==> src/rtl/scurve_channel_scheduler.sv <==
// Channel-level sequencer for Microroc S-curve scans: walks StartChannel..EndChannel,
// drives one DAC0 sweep per channel and owns the USB data-FIFO write port.
module scurve_channel_scheduler #(
    parameter logic [15:0] CONFIG_SETTLE  = 16'd40000,
    parameter logic [23:0] CONFIG_TIMEOUT = 24'd4000000
) (
    input  logic        Clk,
    input  logic        reset_n,
    input  logic        ScanStart,
    input  logic        ScanStop,
    input  logic [5:0]  StartChannel,
    input  logic [5:0]  EndChannel,
    output logic [63:0] CtestChannel,
    output logic        LoadCtest,
    input  logic        CtestConfigDone,
    output logic        SweepStart,
    input  logic        SweepACQDone,
    output logic        SweepTransmitDone,
    input  logic [15:0] SweepACQData,
    input  logic        SweepACQData_en,
    output logic [15:0] UsbFifoData,
    output logic        UsbFifoData_en,
    input  logic        UsbDataFifoFull,
    output logic        ScanBusy,
    output logic        ScanDone,
    output logic        ConfigTimeout
);

    typedef enum logic [3:0] {
        S_IDLE        = 4'd0,
        S_CH_HEADER   = 4'd1,
        S_LOAD_CTEST  = 4'd2,
        S_WAIT_CONFIG = 4'd3,
        S_SETTLE      = 4'd4,
        S_RUN_SWEEP   = 4'd5,
        S_ACK_SWEEP   = 4'd6,
        S_NEXT_CH     = 4'd7,
        S_TAIL        = 4'd8,
        S_DONE        = 4'd9
    } state_t;

    localparam logic [15:0] HEADER_BASE = 16'hC000;
    localparam logic [15:0] TAIL_WORD   = 16'hFF43;
    localparam logic [23:0] SETTLE_LIM  = {8'd0, CONFIG_SETTLE};

    state_t      state_q, state_d;
    logic [5:0]  channel_q, channel_d;
    logic [23:0] cnt_q, cnt_d;
    logic        abort_q, abort_d;
    logic        start_prev_q, start_prev_d;
    logic [63:0] ctest_q, ctest_d;
    logic        load_ctest_q, load_ctest_d;
    logic        sweep_start_q, sweep_start_d;
    logic        transmit_done_q, transmit_done_d;
    logic [15:0] fifo_data_q, fifo_data_d;
    logic        fifo_en_q, fifo_en_d;
    logic        busy_q, busy_d;
    logic        done_q, done_d;
    logic        timeout_q, timeout_d;

    // Next-state and next-output computation for the whole scheduler.
    always_comb begin
        state_d         = state_q;
        channel_d       = channel_q;
        cnt_d           = cnt_q;
        abort_d         = abort_q | (ScanStop & (state_q != S_IDLE));
        start_prev_d    = ScanStart;
        ctest_d         = ctest_q;
        load_ctest_d    = 1'b0;
        sweep_start_d   = sweep_start_q;
        transmit_done_d = 1'b0;
        fifo_data_d     = fifo_data_q;
        fifo_en_d       = 1'b0;
        busy_d          = busy_q;
        done_d          = 1'b0;
        timeout_d       = timeout_q;

        case (state_q)
            S_IDLE: begin
                abort_d = 1'b0;
                if (ScanStart && !start_prev_q) begin
                    channel_d = StartChannel;
                    timeout_d = 1'b0;
                    busy_d    = 1'b1;
                    if (StartChannel > EndChannel) begin
                        state_d = S_TAIL;
                    end else begin
                        state_d = S_CH_HEADER;
                    end
                end else begin
                    state_d = S_IDLE;
                end
            end
            // The header word is held on the bus while the FIFO is full.
            S_CH_HEADER: begin
                fifo_data_d = HEADER_BASE | {10'd0, channel_q};
                if (!UsbDataFifoFull) begin
                    fifo_en_d = 1'b1;
                    state_d   = S_LOAD_CTEST;
                end else begin
                    fifo_en_d = 1'b0;
                end
            end
            S_LOAD_CTEST: begin
                ctest_d      = 64'd1 << channel_q;
                load_ctest_d = 1'b1;
                cnt_d        = 24'd0;
                state_d      = S_WAIT_CONFIG;
            end
            S_WAIT_CONFIG: begin
                if (CtestConfigDone) begin
                    cnt_d   = 24'd0;
                    state_d = S_SETTLE;
                end else if ((cnt_q + 24'd1) >= CONFIG_TIMEOUT) begin
                    timeout_d = 1'b1;
                    state_d   = S_TAIL;
                end else begin
                    cnt_d = cnt_q + 24'd1;
                end
            end
            S_SETTLE: begin
                if ((cnt_q + 24'd1) >= SETTLE_LIM) begin
                    sweep_start_d = 1'b1;
                    state_d       = S_RUN_SWEEP;
                end else begin
                    cnt_d = cnt_q + 24'd1;
                end
            end
            S_RUN_SWEEP: begin
                fifo_data_d = SweepACQData;
                fifo_en_d   = SweepACQData_en;
                if (SweepACQDone) begin
                    sweep_start_d   = 1'b0;
                    transmit_done_d = 1'b1;
                    state_d         = S_ACK_SWEEP;
                end else begin
                    state_d = S_RUN_SWEEP;
                end
            end
            S_ACK_SWEEP: begin
                if (!SweepACQDone) begin
                    state_d = S_NEXT_CH;
                end else begin
                    state_d = S_ACK_SWEEP;
                end
            end
            // Compare before incrementing so EndChannel=63 cannot wrap to 0.
            S_NEXT_CH: begin
                if (abort_q || ScanStop || (channel_q == EndChannel)) begin
                    state_d = S_TAIL;
                end else begin
                    channel_d = channel_q + 6'd1;
                    state_d   = S_CH_HEADER;
                end
            end
            S_TAIL: begin
                ctest_d     = 64'd0;
                fifo_data_d = TAIL_WORD;
                if (!UsbDataFifoFull) begin
                    fifo_en_d = 1'b1;
                    state_d   = S_DONE;
                end else begin
                    fifo_en_d = 1'b0;
                end
            end
            S_DONE: begin
                done_d  = 1'b1;
                busy_d  = 1'b0;
                state_d = S_IDLE;
            end
            default: begin
                state_d       = S_IDLE;
                sweep_start_d = 1'b0;
                busy_d        = 1'b0;
                ctest_d       = 64'd0;
            end
        endcase
    end

    // State and registered-output update with synchronous active-low reset.
    always_ff @(posedge Clk) begin
        if (!reset_n) begin
            state_q         <= S_IDLE;
            channel_q       <= 6'd0;
            cnt_q           <= 24'd0;
            abort_q         <= 1'b0;
            start_prev_q    <= 1'b0;
            ctest_q         <= 64'd0;
            load_ctest_q    <= 1'b0;
            sweep_start_q   <= 1'b0;
            transmit_done_q <= 1'b0;
            fifo_data_q     <= 16'd0;
            fifo_en_q       <= 1'b0;
            busy_q          <= 1'b0;
            done_q          <= 1'b0;
            timeout_q       <= 1'b0;
        end else begin
            state_q         <= state_d;
            channel_q       <= channel_d;
            cnt_q           <= cnt_d;
            abort_q         <= abort_d;
            start_prev_q    <= start_prev_d;
            ctest_q         <= ctest_d;
            load_ctest_q    <= load_ctest_d;
            sweep_start_q   <= sweep_start_d;
            transmit_done_q <= transmit_done_d;
            fifo_data_q     <= fifo_data_d;
            fifo_en_q       <= fifo_en_d;
            busy_q          <= busy_d;
            done_q          <= done_d;
            timeout_q       <= timeout_d;
        end
    end

    assign CtestChannel      = ctest_q;
    assign LoadCtest         = load_ctest_q;
    assign SweepStart        = sweep_start_q;
    assign SweepTransmitDone = transmit_done_q;
    assign UsbFifoData       = fifo_data_q;
    assign UsbFifoData_en    = fifo_en_q;
    assign ScanBusy          = busy_q;
    assign ScanDone          = done_q;
    assign ConfigTimeout     = timeout_q;

endmodule

==> config.mk <==
export PLATFORM = sky130hd
export DESIGN_NAME = scurve_channel_scheduler
export DESIGN_NICKNAME = d
export VERILOG_FILES = /design/src/rtl/scurve_channel_scheduler.sv
export SDC_FILE = /design/constraint.sdc
export NUM_CORES = 1
export LEC_CHECK = 0
export CAP_MARGIN = 30
export CORE_ASPECT_RATIO = 0.9
export CORE_UTILIZATION = 40
export DETAILED_ROUTE_END_ITERATION = 8
export PLACE_DENSITY = 0.76
export SLEW_MARGIN = 0
export SYNTH_ARGS = -nofsm -noshare
export SYNTH_HDL_FRONTEND = slang
export SYNTH_SLANG_ARGS = --single-unit
==> constraint.sdc <==
create_clock -name Clk -period 9.7 [get_ports Clk]
set_clock_uncertainty 0.2 [all_clocks]
set_input_delay 1.455 -clock Clk [delete_from_list [all_inputs] [get_ports Clk]]
set_output_delay 1.455 -clock Clk [all_outputs]
set_load 0.03 [all_outputs]
**Run 1: placed standard cells**

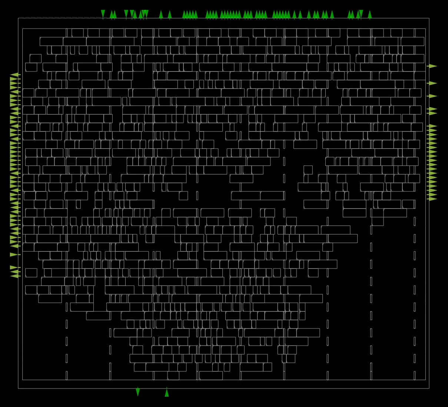
Seq cells: 123
placeable core area: 0.0143 mm²
number of tap instances: 193

**Run 1: placed cells, one color a class**

Scale: 3 px per µm.
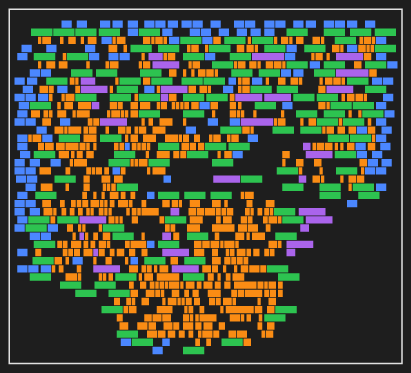
[flip-flops] green | cells: 123
[other buffers and delay cells] blue | cells: 130
[all other logic] orange | cells: 516
[clock drivers and dummy loads] purple | cells: 32
Seq area share: 31.4%
placement row count: 41
share of the core filled with cells: 54.9%

**Run 1: M1 wires**

Scale: 4 px per µm. Supply wires on this layer in gray.
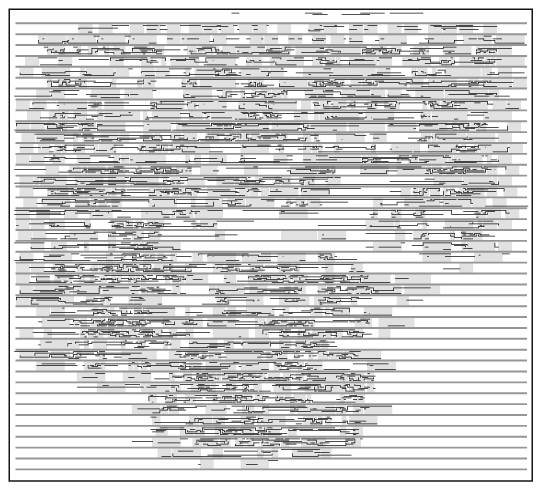
main direction: horizontal
share of all routed wire: 47%
wire length on this layer: 7840 µm
nets with wire on the layer: 749
GR Util met1: 31.1%
total vias in the final route: 5631
Total Routed Length: 16.5 mm

**Run 1: cell area per tile**

Scale: 3 px per µm. The die is cut into 13 by 12 equal tiles; dark blue is low, red is high, 0 to 100% covered.
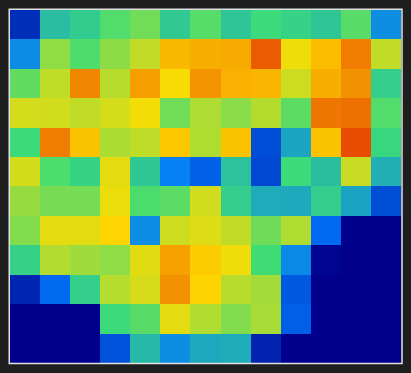
mean over tiles: 50%
nearly empty tiles: 14%
tiles over 75% full: 17%
emptiest ninth of the die: lower right
fp util: 41.6%

[run 1: power groups by stage]
| stage | clock network, µW | registers [µW] | logic, µW |
|---|---|---|---|
| 3_3_place_gp | 0 | 610 | 455 |
| 4_1_cts | 671 | 599 | 459 |
| 6_report | 663 | 601 | 463 |
| 5_1_grt | 698 | 607 | 502 |
| 2_1_floorplan | 0 | 635 | 284 |
| 3_5_place_dp | 0 | 609 | 456 |
[run 1: area by class of cell]
class,instances,area share [%]
Multi-Input combinational cell,497,40.3
Inverter,19,0.911
Clock buffer,19,5.78
Timing Repair Buffer,130,16.3
Sequential cell,123,31.4
Tap cell,193,3.08
Clock inverter,13,2.11
[run 1: flip-flops by register name (all words and copies together) (netlist names), 4 cells and up]
register / cells
UsbFifoData: 16
state_q: 4
cnt_q: 24
channel_q: 6
CtestChannel: 64
[run 1: per-layer routing]
metal	GRT usage (%)	vias to the layer above	wire [µm]
li1	-	2735	-
met1	31.1	2676	7840
met2	32.2	212	7530
met3	4.68	8	1040
met4	7.04	0	104
met5	0	-	0
[run 1: worst min-delay path: cells and delay by family (launching register included)]
kind	cells	cell delay [ns]
flip-flops	1	0.31
AND-OR/OR-AND	1	0.06
buffers and inverters	1	0.05
[run 1: placed cells by master, fill, tap and decap left out, types with 4 or more instances in the layout]
| master | synthesis | final |
|---|---|---|
| sky130_fd_sc_hd__a32o_1 | 8 | 8 |
| sky130_fd_sc_hd__a21oi_1 | 28 | 27 |
| sky130_fd_sc_hd__clkdlybuf4s50_1 | 0 | 122 |
| sky130_fd_sc_hd__xnor2_1 | 10 | 10 |
| sky130_fd_sc_hd__ha_1 | 14 | 14 |
| sky130_fd_sc_hd__clkinvlp_4 | 0 | 4 |
| sky130_fd_sc_hd__nor3_1 | 24 | 24 |
| sky130_fd_sc_hd__nand2b_1 | 7 | 7 |
| sky130_fd_sc_hd__and2_1 | 5 | 5 |
| sky130_fd_sc_hd__o2bb2ai_1 | 5 | 5 |
| sky130_fd_sc_hd__clkbuf_16 | 0 | 17 |
| sky130_fd_sc_hd__o21ai_0 | 18 | 18 |
| sky130_fd_sc_hd__nor3b_1 | 6 | 6 |
| sky130_fd_sc_hd__or3_1 | 4 | 4 |
| sky130_fd_sc_hd__nor2_1 | 118 | 118 |
| sky130_fd_sc_hd__a22oi_1 | 68 | 68 |
| sky130_fd_sc_hd__nand2_1 | 38 | 38 |
| sky130_fd_sc_hd__dfxtp_1 | 123 | 123 |
| sky130_fd_sc_hd__xor2_1 | 6 | 6 |
| sky130_fd_sc_hd__o31ai_1 | 4 | 4 |
| sky130_fd_sc_hd__inv_1 | 17 | 17 |
| sky130_fd_sc_hd__and3_1 | 9 | 9 |
| sky130_fd_sc_hd__nor2b_1 | 5 | 5 |
| sky130_fd_sc_hd__a221oi_1 | 13 | 13 |
| sky130_fd_sc_hd__o21bai_1 | 7 | 7 |
| sky130_fd_sc_hd__nor4_1 | 13 | 13 |
| sky130_fd_sc_hd__buf_4 | 0 | 6 |
| sky130_fd_sc_hd__nand3_1 | 18 | 18 |
| sky130_fd_sc_hd__nand4_1 | 8 | 8 |
==> deck_impl_summary.md, run 1 <==
Synthesis and Place & Route Summary

Run status
  – Status: finished, final reports clean

STA
  – Final Hold Viols: 0
  – Fmax achieved: 260 MHz
  – Final worst path period need: 3.85 ns
  – Setup repair after global routing missed its margin: no
  – Fin crit share: 39.7%
  – Fin worst setup slack: 5.85 ns
  – Tightest Pin Transition: 0.875 ns
  – Count of endpoints failing setup in the final report: 0
  – Hold Slack: 0.259 ns
  – Remaining max-slew budget at the tightest pin: 41.6%
  – Setup TNS after final layout: 0 ns
  – Max Transition Viols Final: 0

Layout
  – Tally of non-filler cells in the final layout: 994
  – Multi-input gate area in the final layout: 0.00316 mm²
  – Share of cells above drive strength 1: 8.11%
  – Post-layout instance area: 0.00783 mm²
  – Layout fillers: 1334
  – Inserted Diodes: 0
  – Sequential standard cell area: 0.00246 mm²
  – Layout net count: 838
  – Layout overhead on the synthesized area: 31.9%

Worst setup path
  – CP max FO: 34
  – Critical path data arrival time: 4.00 ns
  – Worst setup path endpoint: cnt_q[9]
  – Worst Setup Path Type: register to register
  – CP max stage delay: 0.59 ns
  – Nature of the critical path endpoint: register
  – Crit. path cell count: 11
  – Reg2reg end: cnt_q[9]
  – Reg-to-reg setup timing slack: 5.85 ns
  – Required time of the critical path: 9.85 ns
  – Bufs and invs on worst path: 1
  – Cell class contributing the biggest share of worst-path delay: simple AND/OR/NAND/NOR gates
  – List of cells traversed by the critical path: ha_1 -> nand3_2 -> nor4_2 -> and4_1 -> a21boi_1 -> o211ai_1 -> nor4_4 -> o2bb2ai_2 -> buf_4 -> nor2_2 -> a32o_1
  – Launch point of the worst reg-to-reg path: cnt_q[0]
  – CP startpoint kind: register
  – Crit-path slowest cell: sky130_fd_sc_hd__nor2_2
  – R2R depth: 11
  – CP Launch Point: cnt_q[0]

Yosys
  – Basic Gates by Area: 23.4%
  – Synth Area in Compound Gates: 24.3%
  – Main synth FF type: sky130_fd_sc_hd__dfxtp_1
  – Share of flip-flops with an asynchronous set or reset: 0%
  – Synthesized area per cell: 8.49 µm²
  – Number of flops mapped to enable cells by yosys: 0
  – Number of warning messages in the yosys log: 0
  – Ys cells: 699
  – Fa+ha+maj area frac: 2.95%
  – Portion of netlist area occupied by mux cells: 0%
  – Largest area contributor in the netlist: sky130_fd_sc_hd__dfxtp_1
  – Library cell with the highest instance count after synthesis: sky130_fd_sc_hd__dfxtp_1
  – Commonest cells in the netlist: sky130_fd_sc_hd__dfxtp_1 (123), sky130_fd_sc_hd__nor2_1 (118), sky130_fd_sc_hd__a22oi_1 (68)
  – Synth top area cells: sky130_fd_sc_hd__dfxtp_1 (41%), sky130_fd_sc_hd__a22oi_1 (8.6%), sky130_fd_sc_hd__nor2_1 (7.5%), sky130_fd_sc_hd__ha_1 (3.0%), sky130_fd_sc_hd__clkbuf_1 (2.6%)
  – Yosys top cell area share: 41.5%
  – Chip area estimate from yosys synthesis: 0.00594 mm²
  – Netlist area before placement: 0.00594 mm²
  – Library cells used by synthesis: 67
  – Registers, synthesis: 123
  – Share of the yosys chip area belonging to registers: 41.5%
  – Synthesized Nets: 749
  – Instance tally after logic synthesis: 699
  – Biggest combinational cell group after synthesis: AND-OR/OR-AND gates
  – Synth Area in XOR/XNOR: 2.36%

Clocking
  – Buffer depth of the longest clock path: 2
  – Later-pin clock latency in the skew report: 0.42 ns
  – Number of cells upsized or downsized after cts: 0
  – CTS HTree Levels: 4
  – Number of clock buffers inserted by TritonCTS: 17
  – Clock slew at reported path FFs: 0.05 ns
  – Root Buffer: sky130_fd_sc_hd__clkbuf_16
  – TritonCTS clock tree: built
  – Hold buffer count at cts: 0
  – Post-CTS Setup Repair Bufs: 0
  – Sinks on the clock net: 123

Power
  – Maximum vdd drop: 0.125 mV
  – Comb pwr share: 26.8%
  – Total power per unit cell area: 221 mW/mm²
  – Internal power consumption: 1130 µW
  – Clock power share: 38.4%
  – Post-route total power: 1730 µW
  – Net switching component of the power: 599 µW
  – Relative contribution of sequential cells to total power: 34.8%
  – Fraction of power spent switching nets: 34.7%
  – Static leakage: 0.00284 µW

Place
  – Worst slack, placed: 5.37 ns
  – Routability-driven placement congestion ratio: 0.892
  – Area of placed instances: 0.00720 mm²
  – Total half-perimeter wirelength after legalization and detailed placement: 10.7 mm
  – Number of instances in the placed design: 960
  – Number of buffers added on ports: 122

GRT
  – Via count of the first global-routing pass: 5013
  – Antenna violations before repair: 0
  – Overflow left after global routing: 0
  – Pin count of the biggest net entering global routing: 65
  – First-pass GRT wire length: 26.3 mm
  – Total routing resource utilization after global routing: 21.8%

Floorplanning
  – Number of placed I/O pins: 123
  – Floorplan die height: 118 µm
  – Die Span X: 130 µm
  – Die Footprint: 0.0153 mm²

Run
  – Tally of max-capacitance violations: 0
  – Tool warning count: 32

Detailed routing
  – Post-detailed-route wirelength per cell: 16.6 µm
  – Post-route antenna net violation count: 0
  – Average vias per placed instance: 5.66
  – Length of the first detailed-routing pass in iterations: 6
  – DRC violations left: 0
  – Count of routing violations after the opening detailed-route iteration: 494

Min path
  – Number of instances on the worst hold path: 2
  – Min-Delay Startpoint: ScanBusy
  – End point of the most critical hold path: ScanBusy
  – Worst hold path type: register to register
**Run 1: nets reached from selected ports**

Scale: 2 px per µm.
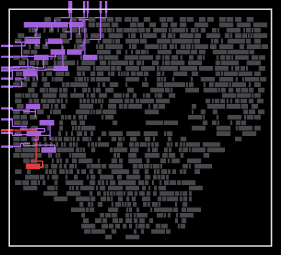

==> run 2: changes to the inputs <==
==> constraint.sdc (replaced) <==
create_clock -name Clk -period 4 [get_ports Clk]
set_clock_uncertainty 0.2 [all_clocks]
set_input_delay 0.6 -clock Clk [delete_from_list [all_inputs] [get_ports Clk]]
set_output_delay 0.6 -clock Clk [all_outputs]
set_load 0.03 [all_outputs]
**Run 2: nets reached from selected ports**

Scale: 2 px per µm.
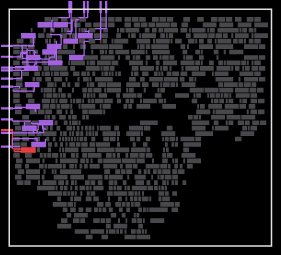
[UsbFifoData] purple | bits: 16 | direction: output | end cells: 16 | buffers: 16 | wire: 411 µm
[UsbFifoData_en] red | bits: 1 | direction: output | end cells: 1 | buffers: 1 | wire: 25.4 µm
number of buffers added on ports: 122
number of placed I/O pins: 123

**Run 2: placed cells, one color a class**

Scale: 3 px per µm.
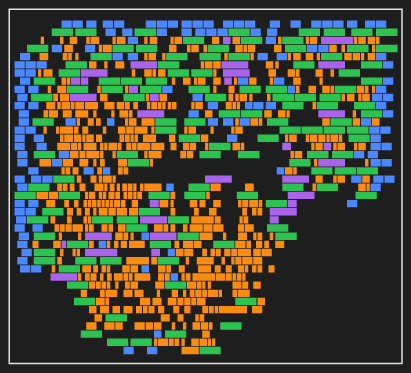
[flip-flops] green | cells: 123
[other buffers and delay cells] blue | cells: 134
[all other logic] orange | cells: 516
[clock drivers and dummy loads] purple | cells: 32
post-layout instance area: 0.00784 mm²
share of the core filled with cells: 54.9%
Seq area share: 31.4%

==> run 2 against run 1 <==
  * Count of clock-buffer cells in the layout down 2
  * Largest power group unchanged
  * Combinational power up 150%
  * Non-clock buffer count up 4
==> deck_impl_summary.md, run 2 <==
Synthesis and Place & Route Summary

Worst setup path
  – Worst Setup Path Type: register to register (unchanged)
  – Critical path data arrival time: 3.69 ns (was 4.00 ns)
  – Reg-to-reg setup timing slack: 0.46 ns (was 5.85 ns)
  – CP max FO: 9 (was 34)
  – Nature of the critical path endpoint: register (unchanged)
  – Required time of the critical path: 4.15 ns (was 9.85 ns)

Detailed routing
  – Total Routed Length: 16.6 mm (was 16.5 mm)
  – DRC violations left: 0 (unchanged)
  – Post-detailed-route wirelength per cell: 16.7 µm (was 16.6 µm)
  – Count of routing violations after the opening detailed-route iteration: 511 (was 494)
  – Length of the first detailed-routing pass in iterations: 6 (unchanged)
  – Total vias in the final route: 5751 (was 5631)

Layout
  – Share of cells above drive strength 1: 8.57% (was 8.11%)
  – Most common logic cell in the routed design: sky130_fd_sc_hd__dfxtp_1 (unchanged)
  – Inserted Diodes: 0 (unchanged)
  – Layout fillers: 1293 (was 1334)
  – Layout overhead on the synthesized area: 32.0% (was 31.9%)
  – Commonest non-fill, non-tap cells in the layout: sky130_fd_sc_hd__dfxtp_1 (123), sky130_fd_sc_hd__clkdlybuf4s50_1 (122), sky130_fd_sc_hd__nor2_1 (118) (unchanged)
  – Layout net count: 842 (was 838)

Min path
  – Worst hold path type: register to register (unchanged)

Clocking
  – CTS HTree Levels: 4 (unchanged)
  – Later-pin clock latency in the skew report: 0.42 ns (about the same)
  – Post-CTS Setup Repair Bufs: 0 (unchanged)
  – Hold buffer count at cts: 0 (unchanged)
  – Number of clock buffers inserted by TritonCTS: 17 (unchanged)
  – Clock slew at reported path FFs: 0.06 ns (was 0.05 ns)
  – Number of cells upsized or downsized after cts: 0 (unchanged)

Yosys
  – Library cell with the highest instance count after synthesis: sky130_fd_sc_hd__dfxtp_1 (unchanged)
  – Share of flip-flops with an asynchronous set or reset: 0% (unchanged)
  – Ys cells: 699 (unchanged)
  – Number of warning messages in the yosys log: 0 (unchanged)
  – Library cells used by synthesis: 67 (unchanged)
  – Netlist area before placement: 0.00594 mm² (unchanged)
  – Portion of netlist area occupied by mux cells: 0% (unchanged)
  – Synth Area in XOR/XNOR: 2.36% (unchanged)
  – Synthesized Nets: 749 (unchanged)
  – Registers, synthesis: 123 (unchanged)
  – Commonest cells in the netlist: sky130_fd_sc_hd__dfxtp_1 (123), sky130_fd_sc_hd__nor2_1 (118), sky130_fd_sc_hd__a22oi_1 (68) (unchanged)
  – Biggest combinational cell group after synthesis: AND-OR/OR-AND gates (unchanged)

GRT
  – Antenna violations before repair: 0 (unchanged)
  – Overflow left after global routing: 0 (unchanged)
  – First-pass GRT wire length: 26.8 mm (was 26.3 mm)
  – Total routing resource utilization after global routing: 22.1% (was 21.8%)
  – Pin count of the biggest net entering global routing: 65 (unchanged)
  – Via count of the first global-routing pass: 5277 (was 5013)

Floorplanning
  – Fp util: 41.6% (unchanged)
  – Placeable core area: 0.0143 mm² (unchanged)
  – Die Footprint: 0.0153 mm² (unchanged)
  – Floorplan die height: 118 µm (unchanged)
  – Placement row count: 41 (unchanged)
  – Die Span X: 130 µm (unchanged)

Run
  – Tool warning count: 32 (unchanged)
  – Tally of max-capacitance violations: 0 (unchanged)

STA
  – Setup TNS after final layout: 0 ns (unchanged)
  – Remaining max-slew budget at the tightest pin: 39.1% (was 41.6%)
  – Fmax achieved: 282 MHz (was 260 MHz)
  – Fin crit share: 88.5% (was 39.7%)
  – Final Hold Viols: 0 (unchanged)
  – Tightest Pin Transition: 0.907 ns (was 0.875 ns)
  – Count of endpoints failing setup in the final report: 0 (unchanged)
  – Setup repair after global routing missed its margin: no (unchanged)
  – Max Transition Viols Final: 0 (unchanged)

Power
  – Fraction of power spent switching nets: 35.6% (was 34.7%)
  – Relative contribution of sequential cells to total power: 35.1% (was 34.8%)
  – Post-route total power: 4130 µW (was 1730 µW)
  – Clock power share: 37.2% (was 38.4%)
  – Maximum vdd drop: 0.382 mV (was 0.125 mV)
  – Comb pwr share: 27.7% (was 26.8%)

Run status
  – Status: finished, final reports clean (unchanged)

Place
  – Routability-driven placement congestion ratio: 0.867 (was 0.892)
  – Total half-perimeter wirelength after legalization and detailed placement: 11.1 mm (was 10.7 mm)
**Run 2: cell area per tile**

Scale: 3 px per µm. The die is cut into 13 by 12 equal tiles; dark blue is low, red is high, 0 to 100% covered.
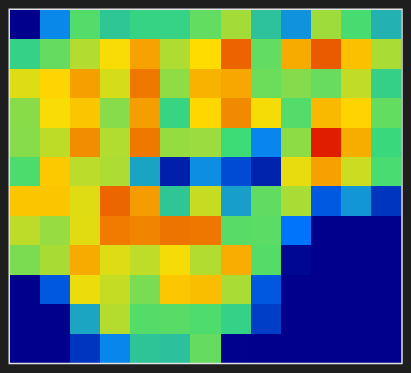
tiles over 75% full: 22%
emptiest ninth of the die: lower right
nearly empty tiles: 17%
fullest tile: 97%
mean over tiles: 50%

-- run 2: cell counts after synthesis --
Identical to the previous run, type by type.
-- run 2: cell type report --
cell class | count | area, µm² | area share [%]
clock inverter | 15 | 165 | 2.11
clock buffer | 17 | 425 | 5.43
inverter | 19 | 71.3 | 0.910
multi-input combinational | 497 | 3160 | 40.3
tap | 193 | 241 | 3.08
timing repair buffer | 134 | 1310 | 16.7
sequential | 123 | 2460 | 31.4
-- run 2: power by group through the flow --
stage | Combinational [µW] | Clock, µW | Sequential (µW)
6_report | 1140 | 1530 | 1450
3_5_place_dp | 1120 | 0 | 1470
4_1_cts | 1140 | 1560 | 1450
5_1_grt | 1230 | 1610 | 1470
3_3_place_gp | 1120 | 0 | 1470
2_1_floorplan | 688 | 0 | 1540
-- run 2: kinds of logic after synthesis --
| kind of cell | count (synthesis) |
|---|---|
| DFF | 123 |
| adders and majority gates | 14 |
| and+or+nand+nor | 275 |
| xor gates and xnor gates | 16 |
| buffers and inverters | 79 |
| AOI/OAI and AO/OA | 192 |
-- run 2: per-stage QoR --
step	instances	instance area, µm²	worst slack (ns)
4_1_cts	998	7840	0.468
3_5_place_dp	966	7250	0.502
3_3_place_gp	966	7250	0.547
5_1_grt	998	7840	0.189
6_report	998	7840	0.460
2_1_floorplan	699	5940	0.933
-- run 2: worst paths after layout --
kind / start / end / depth (start not counted)
setup / recovery: cnt_q[0] / cnt_q[17] / 11
hold / removal: ScanBusy / ScanBusy / 2
setup reg to reg: cnt_q[0] / cnt_q[17] / 11
hold reg to reg: ScanBusy / ScanBusy / 2
-- run 2: layer usage --
metal | part of all wire (%) | wire length, µm | vias up | GRT usage [%]
li1 | - | - | 2751 | -
met1 | 47 | 7840 | 2723 | 30.9
met2 | 44 | 7360 | 251 | 33.2
met3 | 6.6 | 1100 | 26 | 4.82
met4 | 2.0 | 334 | 0 | 7.97
met5 | 0 | 0 | - | 0
-- run 2: critical path, stage by stage, from the launching register on --
cell	delay, ns
sky130_fd_sc_hd__dfxtp_1	0.46
sky130_fd_sc_hd__ha_1	0.26
sky130_fd_sc_hd__nand3_2	0.20
sky130_fd_sc_hd__nor4_2	0.46
sky130_fd_sc_hd__and4_1	0.26
sky130_fd_sc_hd__a21boi_1	0.20
sky130_fd_sc_hd__o211ai_1	0.16
sky130_fd_sc_hd__nor4_4	0.27
sky130_fd_sc_hd__o2bb2ai_2	0.19
sky130_fd_sc_hd__buf_4	0.20
sky130_fd_sc_hd__or4b_1	0.46
sky130_fd_sc_hd__a21oi_1	0.14
**Run 2: placed standard cells**

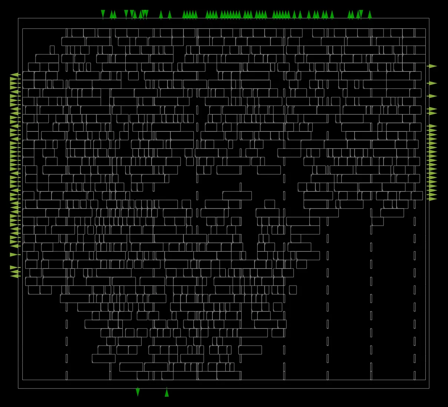

==> run 3: changes to the inputs <==
--- a/config.mk
+++ b/config.mk
@@ -6,10 +6,13 @@
 export NUM_CORES = 1
 export LEC_CHECK = 0
 export CAP_MARGIN = 30
+export CELL_PAD_IN_SITES_DETAIL_PLACEMENT = 1
+export CELL_PAD_IN_SITES_GLOBAL_PLACEMENT = 1
 export CORE_ASPECT_RATIO = 0.9
-export CORE_UTILIZATION = 40
+export CORE_UTILIZATION = 39
+export CTS_BUF_LIST = sky130_fd_sc_hd__clkbuf_8
 export DETAILED_ROUTE_END_ITERATION = 8
-export PLACE_DENSITY = 0.76
+export PLACE_DENSITY = 0.93
 export SLEW_MARGIN = 0
 export SYNTH_ARGS = -nofsm -noshare
 export SYNTH_HDL_FRONTEND = slang
**Run 3: placed standard cells**

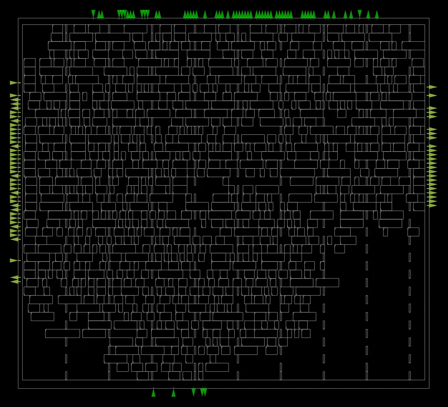
Layout fillers: 1716
placement row count: 42
placeable core area: 0.0148 mm²
number of tap instances: 198
tally of non-filler cells in the final layout: 1004

**Run 3: placed cells, one color a class**

Scale: 3 px per µm.
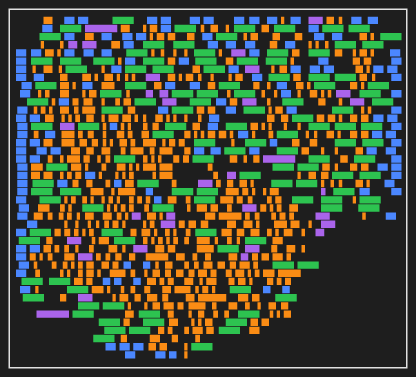
[other buffers and delay cells] blue | cells: 135
[flip-flops] green | cells: 123
[all other logic] orange | cells: 516
[clock drivers and dummy loads] purple | cells: 32
post-layout instance area: 0.00770 mm²
Seq area share: 32.0%

**Run 3: M1 wires**

Scale: 4 px per µm. Supply wires on this layer in gray.
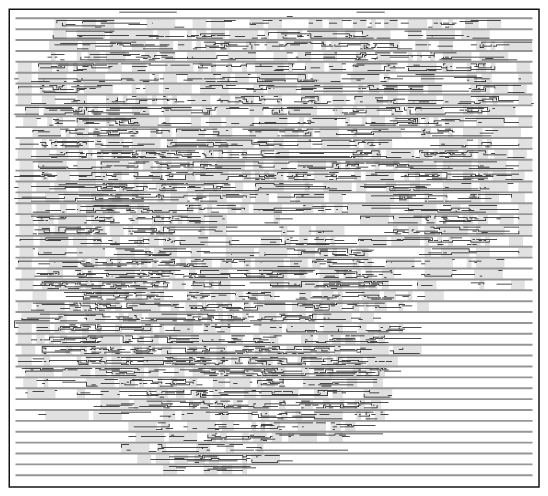
nets with wire on the layer: 756
share of all routed wire: 43%
wire length on this layer: 8650 µm
longest straight run: 38.6 µm
main direction: horizontal
Total Routed Length: 20.1 mm
GR Util met1: 31.4%
total vias in the final route: 5862

==> run 3 against run 2 <==
  * Worst hold slack better by 0.0047 ns
  * Area after synthesis unchanged
  * Highest routed layer unchanged
  * Maximum frequency down 2.1%
  * Clock power down 19%
  * Total power down 5.3%
  * Sequential share of layout area up 0.57 points
  * First-iteration DRC count down 10%
  * Synthesized cell count unchanged
  * Critical path type unchanged
==> deck_impl_summary.md, run 3 <==
Synthesis and Place & Route Summary

Run status
  – Status: finished, final reports clean (unchanged)

Clocking
  – CTS HTree Levels: 4 (unchanged)
  – TritonCTS clock tree: built (unchanged)
  – Clock slew at reported path FFs: 0.08 ns (was 0.06 ns)
  – Hold buffer count at cts: 0 (unchanged)
  – Number of cells upsized or downsized after cts: 0 (unchanged)
  – Number of clock buffers inserted by TritonCTS: 17 (unchanged)
  – Root Buffer: sky130_fd_sc_hd__clkbuf_8 (was sky130_fd_sc_hd__clkbuf_16)
  – Buffer depth of the longest clock path: 2 (unchanged)
  – Post-CTS Setup Repair Bufs: 0 (unchanged)
  – Later-pin clock latency in the skew report: 0.46 ns (was 0.42 ns)
  – Sinks on the clock net: 123 (unchanged)

GRT
  – Antenna violations before repair: 0 (unchanged)
  – Via count of the first global-routing pass: 6108 (was 5277)
  – Total routing resource utilization after global routing: 26.2% (was 22.1%)
  – GR Util met2: 45.3% (was 33.2%)
  – GRT met3 Usage: 6.68% (was 4.82%)

Worst setup path
  – Required time of the critical path: 4.20 ns (was 4.15 ns)
  – CP startpoint kind: register (unchanged)
  – CP Launch Point: cnt_q[0] (unchanged)
  – Launch point of the worst reg-to-reg path: cnt_q[0] (unchanged)
  – Worst Setup Path Type: register to register (unchanged)

Run
  – Tool warning count: 32 (unchanged)
  – Tally of max-capacitance violations: 0 (unchanged)

Power
  – Static leakage: 0.00279 µW (was 0.00284 µW)
  – Comb pwr share: 31.5% (was 27.7%)
  – Internal power consumption: 2410 µW (was 2660 µW)
  – Total power per unit cell area: 508 mW/mm² (was 527 mW/mm²)
  – Net switching component of the power: 1500 µW (was 1470 µW)
  – Maximum vdd drop: 0.402 mV (was 0.382 mV)
  – Clock power share: 31.7% (was 37.2%)

Detailed routing
  – Count of routing violations after the opening detailed-route iteration: 459 (was 511)
  – Post-route antenna net violation count: 0 (unchanged)
  – Post-detailed-route wirelength per cell: 20.0 µm (was 16.7 µm)
  – DRC violations left: 0 (unchanged)

STA
  – Final worst path period need: 3.62 ns (was 3.54 ns)
  – Tightest Pin Transition: 1.00 ns (was 0.907 ns)
  – Final Hold Viols: 0 (unchanged)
  – Fin crit share: 90.4% (was 88.5%)
  – Setup TNS after final layout: 0 ns (unchanged)
  – Remaining max-slew budget at the tightest pin: 32.8% (was 39.1%)
  – Max Transition Viols Final: 0 (unchanged)
  – Hold Slack: 0.255 ns (was 0.251 ns)
  – Setup repair after global routing missed its margin: no (unchanged)

Place
  – Worst slack, placed: 0.397 ns (was 0.502 ns)
  – Number of buffers added on ports: 122 (unchanged)
  – Total half-perimeter wirelength after legalization and detailed placement: 13.3 mm (was 11.1 mm)
  – Number of instances in the placed design: 971 (was 966)

Yosys
  – Main synth FF type: sky130_fd_sc_hd__dfxtp_1 (unchanged)
  – Share of the yosys chip area belonging to registers: 41.5% (unchanged)
  – Yosys top cell area share: 41.5% (unchanged)
  – Library cell with the highest instance count after synthesis: sky130_fd_sc_hd__dfxtp_1 (unchanged)
  – Share of flip-flops with an asynchronous set or reset: 0% (unchanged)
  – Instance tally after logic synthesis: 699 (unchanged)
  – Number of warning messages in the yosys log: 0 (unchanged)
  – Netlist area before placement: 0.00594 mm² (unchanged)
  – Largest area contributor in the netlist: sky130_fd_sc_hd__dfxtp_1 (unchanged)
  – Synthesized Nets: 749 (unchanged)

Layout
  – Commonest non-fill, non-tap cells in the layout: sky130_fd_sc_hd__dfxtp_1 (123), sky130_fd_sc_hd__clkdlybuf4s50_1 (122), sky130_fd_sc_hd__nor2_1 (118) (unchanged)
  – Layout overhead on the synthesized area: 29.7% (was 32.0%)
  – Most common logic cell in the routed design: sky130_fd_sc_hd__dfxtp_1 (unchanged)
  – Layout net count: 843 (was 842)
  – Number of flip-flops in the largest register: 64 (unchanged)

Min path
  – Worst hold path type: register to register (unchanged)

Floorplanning
  – Number of placed I/O pins: 123 (unchanged)
==> run 3: cell counts after synthesis <==
No cell type changed its count.
==> run 3: cell families (layout without fill, tap and decap cells) <==
family                   after synthesis  count (layout)  synth area share [%]
AND/OR/NAND/NOR                      275             275                  23.4
AND-OR/OR-AND                        192             192                  24.3
flip-flops                           123             123                  41.5
buffers and inverters                 79             186                  5.48
XOR/XNOR                              16              16                  2.36
adder cells (fa/ha/maj)               14              14                  2.95
==> run 3: per-stage QoR <==
stage,total power (µW),area [µm²],utilization (%)
global route,4080,7700,52.1
detailed placement,2650,7250,49.1
CTS,3910,7690,52.1
global placement,2610,7250,49.1
floorplan,2230,5940,-
finish,3910,7700,52.1
==> run 3: final cells by class <==
| cell class | instances | area [µm²] | area share (%) |
|---|---|---|---|
| Clock buffer | 20 | 275 | 3.58 |
| Clock inverter | 12 | 163 | 2.11 |
| Inverter | 19 | 71.3 | 0.927 |
| Multi-Input combinational cell | 497 | 3160 | 41.0 |
| Sequential cell | 123 | 2460 | 32.0 |
| Tap cell | 198 | 248 | 3.22 |
| Timing Repair Buffer | 135 | 1320 | 17.1 |
==> run 3: worst max-delay path: stages (launching register included) <==
cell and delay (ns):
sky130_fd_sc_hd__dfxtp_1 0.47, sky130_fd_sc_hd__ha_1 0.27, sky130_fd_sc_hd__nand3_2 0.22, sky130_fd_sc_hd__nor3_4 0.39, sky130_fd_sc_hd__and3_1 0.33, sky130_fd_sc_hd__o211a_1 0.20
sky130_fd_sc_hd__o21ai_2 0.08, sky130_fd_sc_hd__nor4_4 0.34, sky130_fd_sc_hd__o2bb2ai_2 0.12, sky130_fd_sc_hd__buf_4 0.19, sky130_fd_sc_hd__nor2_2 0.55, sky130_fd_sc_hd__a32o_1 0.21
==> run 3: layer usage <==
metal / share of wire (%) / up-vias / routed length (µm)
met5: 0 / - / 0
met4: 1.7 / 0 / 337
met3: 4.9 / 28 / 980
met2: 50 / 202 / 10100
met1: 43 / 2897 / 8650
li1: - / 2735 / -
==> run 3: path summary, 6_finish.rpt <==
kind	cells past startpoint	end	slack, ns
worst max-delay path	11	cnt_q[15]	0.38
worst max register to register	11	cnt_q[15]	0.38
worst min register to register	2	ScanBusy	0.26
worst min-delay path	2	ScanBusy	0.26
==> run 3: power groups by stage <==
stage	clock [µW]	sequential (µW)	combinational [µW]
finish	1240	1440	1230
global route	1310	1460	1320
CTS	1250	1440	1220
detailed placement	0	1460	1190
global placement	0	1450	1160
floorplan	0	1540	688
Power is estimated from default activity; no workload was simulated.
